$ cat config.mk
export PLATFORM = sky130hd
export DESIGN_NAME = sequential_multiplier
export DESIGN_NICKNAME = d
export VERILOG_FILES = /design/src/rtl/mult_div_pkg.sv /design/src/rtl/shift_add_datapath.sv /design/src/rtl/sequential_multiplier.sv
export SDC_FILE = /design/constraint.sdc
export NUM_CORES = 1
export LEC_CHECK = 0
export CORE_UTILIZATION = 43
export CTS_BUF_LIST = sky130_fd_sc_hd__clkbuf_8
export DETAILED_ROUTE_END_ITERATION = 12
export DONT_BUFFER_PORTS = 1
export SYNTH_ARGS = -nofsm -noshare
export SYNTH_HDL_FRONTEND = slang
export SYNTH_SLANG_ARGS = --single-unit
$ cat constraint.sdc
create_clock -name CLK -period 2.05 [get_ports CLK]
set_input_delay 0.41 -clock CLK [delete_from_list [all_inputs] [get_ports CLK]]
set_output_delay 0.41 -clock CLK [all_outputs]
set_load 0.05 [all_outputs]
$ cat src/rtl/mult_div_pkg.sv
// Shared definitions for the multiply/divide unit: default operand widths and the
// IDLE/CALC/DONE control-state encoding used by both the multiplier and the divider.
package mult_div_pkg;

  localparam int MULTIPLICAND_LENGTH_DEF = 6;
  localparam int MULTIPLIER_LENGTH_DEF   = 3;

  typedef enum logic [1:0] {
    IDLE = 2'd0,
    CALC = 2'd1,
    DONE = 2'd2
  } state_t;

endpackage

$ cat src/rtl/shift_add_datapath.sv
// Shift-add datapath: the multiplicand moves left and the multiplier moves right each
// step, so the bit in mplier_r[0] always lines up with the correctly weighted addend.
module shift_add_datapath
  import mult_div_pkg::*;
#(
  parameter int A_W = MULTIPLICAND_LENGTH_DEF,
  parameter int B_W = MULTIPLIER_LENGTH_DEF
) (
  input  logic               clk,
  input  logic               rst,
  input  logic               load,
  input  logic               step,
  input  logic [A_W-1:0]     oper_a,
  input  logic [B_W-1:0]     oper_b,
  output logic [A_W+B_W-1:0] acc_next
);

  localparam int P_W = A_W + B_W;

  logic [P_W-1:0] mcand_r;
  logic [B_W-1:0] mplier_r;
  logic [P_W-1:0] acc_r;
  logic [P_W-1:0] addend_s;
  logic [P_W-1:0] acc_next_s;

  // Partial product selection and full-width accumulate
  always_comb begin
    addend_s   = {P_W{1'b0}};
    acc_next_s = {P_W{1'b0}};
    if (mplier_r[0]) begin
      addend_s = mcand_r;
    end else begin
      addend_s = {P_W{1'b0}};
    end
    acc_next_s = acc_r + addend_s;
  end

  // Operand capture on load, one shift-add per step, hold otherwise
  always_ff @(posedge clk or posedge rst) begin
    if (rst) begin
      mcand_r  <= {P_W{1'b0}};
      mplier_r <= {B_W{1'b0}};
      acc_r    <= {P_W{1'b0}};
    end else if (load) begin
      mcand_r  <= P_W'(oper_a);
      mplier_r <= oper_b;
      acc_r    <= {P_W{1'b0}};
    end else if (step) begin
      mcand_r  <= mcand_r << 1'b1;
      mplier_r <= mplier_r >> 1'b1;
      acc_r    <= acc_next_s;
    end else begin
      mcand_r  <= mcand_r;
      mplier_r <= mplier_r;
      acc_r    <= acc_r;
    end
  end

  assign acc_next = acc_next_s;

endmodule

$ cat src/rtl/sequential_multiplier.sv
// Unsigned sequential multiplier: one multiplier bit per CALC cycle, fixed latency,
// registered Busy/Done/Product outputs.
module sequential_multiplier
  import mult_div_pkg::*;
#(
  parameter int MULTIPLICAND_LENGTH = MULTIPLICAND_LENGTH_DEF,
  parameter int MULTIPLIER_LENGTH   = MULTIPLIER_LENGTH_DEF
) (
  input  logic                                         CLK,
  input  logic                                         RST,
  input  logic                                         Start,
  input  logic [MULTIPLICAND_LENGTH-1:0]               OperA,
  input  logic [MULTIPLIER_LENGTH-1:0]                 OperB,
  output logic                                         Busy,
  output logic                                         Done,
  output logic [MULTIPLICAND_LENGTH+MULTIPLIER_LENGTH-1:0] Product
);

  localparam int P_W   = MULTIPLICAND_LENGTH + MULTIPLIER_LENGTH;
  localparam int CNT_W = $clog2(MULTIPLIER_LENGTH + 1);

  state_t           state_r;
  state_t           state_s;
  logic [CNT_W-1:0] count_r;
  logic             load_s;
  logic             step_s;
  logic             busy_r;
  logic             done_r;
  logic [P_W-1:0]   product_r;
  logic [P_W-1:0]   acc_next_s;

  shift_add_datapath #(
    .A_W (MULTIPLICAND_LENGTH),
    .B_W (MULTIPLIER_LENGTH)
  ) u_datapath (
    .clk      (CLK),
    .rst      (RST),
    .load     (load_s),
    .step     (step_s),
    .oper_a   (OperA),
    .oper_b   (OperB),
    .acc_next (acc_next_s)
  );

  // Next-state and datapath strobes
  always_comb begin
    state_s = state_r;
    load_s  = 1'b0;
    step_s  = 1'b0;
    case (state_r)
      IDLE: begin
        if (Start) begin
          state_s = CALC;
          load_s  = 1'b1;
        end else begin
          state_s = IDLE;
        end
      end
      CALC: begin
        step_s = 1'b1;
        if (count_r == CNT_W'(1)) begin
          state_s = DONE;
        end else begin
          state_s = CALC;
        end
      end
      DONE:    state_s = IDLE;
      default: state_s = IDLE;
    endcase
  end

  // State, counter and registered outputs; Product is taken from the final sum
  always_ff @(posedge CLK or posedge RST) begin
    if (RST) begin
      state_r   <= IDLE;
      count_r   <= {CNT_W{1'b0}};
      busy_r    <= 1'b0;
      done_r    <= 1'b0;
      product_r <= {P_W{1'b0}};
    end else begin
      state_r <= state_s;
      busy_r  <= (state_s != IDLE);
      done_r  <= (state_s == DONE);
      if (load_s) begin
        count_r <= CNT_W'(MULTIPLIER_LENGTH);
      end else if (step_s) begin
        count_r <= count_r - 1'b1;
      end else begin
        count_r <= count_r;
      end
      if (step_s && (state_s == DONE)) begin
        product_r <= acc_next_s;
      end else begin
        product_r <= product_r;
      end
    end
  end

  assign Busy    = busy_r;
  assign Done    = done_r;
  assign Product = product_r;

endmodule

==> results.json <==
{
  "die_x_um": 66.96,
  "finish.cell_count_without_fillers": 244,
  "cellPowerDensity_mw_per_mm2": 1461,
  "setup.worst_path.start": "u_datapath.mplier_r[0]",
  "port_buffers": 0,
  "synth.logic.top_family": "AND-OR/OR-AND gates",
  "syn_area_per_cell_um2": 10.31,
  "taps": 50,
  "post_cts.resized_instances": 2,
  "drt_pre_antenna_iters": 4,
  "area.growth.synth_to_final_pct": 18.62,
  "floorplan.die.height_um": 66.96,
  "clkSinkCount": 36,
  "hold_buffers": 0,
  "met1_length_mm": 1.652,
  "seq_power_share_pct": 47.2,
  "wl_met2_mm": 1.979,
  "dpl.hpwl_mm": 2.656,
  "core.rowCount": 23,
  "first_global_vias": 1394,
  "synth_top_flop_cell": "dfrtp_1",
  "synth.most_common_cell": "dfrtp_1",
  "post_synth_mux_area_share_pct": 2.069,
  "setup.worst_path.end_class": "flop",
  "top_layer_used": "met4",
  "sequential_cell_total": 36,
  "critical_path.top_delay_family": "AND-OR/OR-AND gates",
  "buf_inv_stages_crit_path": 0,
  "global_route.usage.met3_pct": 4.795,
  "gr-max-usage-layer": "met2",
  "setup_violations_final": 4,
  "n_multi_input_combinational_cell": 126,
  "yosys.cell_types.count": 40,
  "post_synth_main_area_contributors": "dfrtp_1 50%, ha_1 6.2%, o21ai_0 5.8%",
  "max_freq_ghz": 0.4771,
  "enable_flop_cells": 0,
  "status": "complete, but fails checks",
  "synth_flops": 36,
  "flop_area_um2": 900.9,
  "finClkSkew_ns": 0.005913,
  "final_setup_margin_ns": -0.04613,
  "cp.depth": 8,
  "violations_in_the_final_reports": "setup timing",
  "critical_path.endpoint": "Product[8]"
}
## metrics by stage
stage	setup TNS, ns	area (um2)	hold WS (ns)	power, uW
6_report	-0.1212	2152	0.1078	3144
5_1_grt	-0.7504	2152	0.1631	3368
2_1_floorplan	-0.0008653	1826	0.4502	2204
4_1_cts	-0.08530	2063	0.1200	3092
3_3_place_gp	-0.05100	1948	0.4277	2487
3_5_place_dp	-0.2194	1948	0.4355	2547
## power groups by stage
stage / combinational, uW / clock, uW / sequential (uW)
floorplan: 793 / 0 / 1410
global placement: 1020 / 0 / 1470
detailed placement: 1060 / 0 / 1480
CTS: 1090 / 532 / 1470
global route: 1290 / 556 / 1520
finish: 1140 / 515 / 1480
Metal 3:
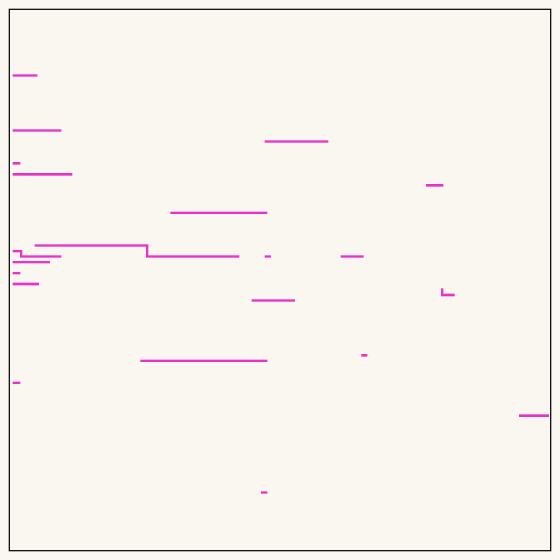
- longest straight run: 15.4 um
- main direction: horizontal

Signal wires by layer:
The bar under the picture is 20 um long. Only two layers are drawn.
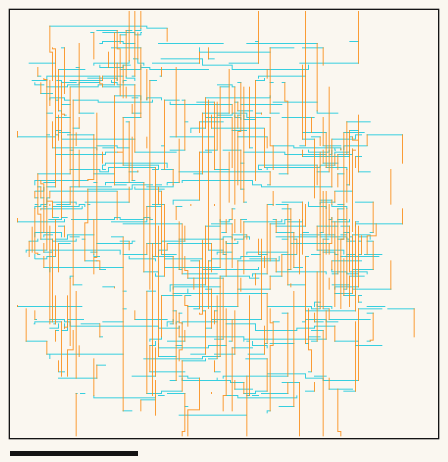
- orange: met2 (wire length 1,980 um)
- cyan: met1 (wire length 1,650 um)

Power and IR drop assume default switching activity.
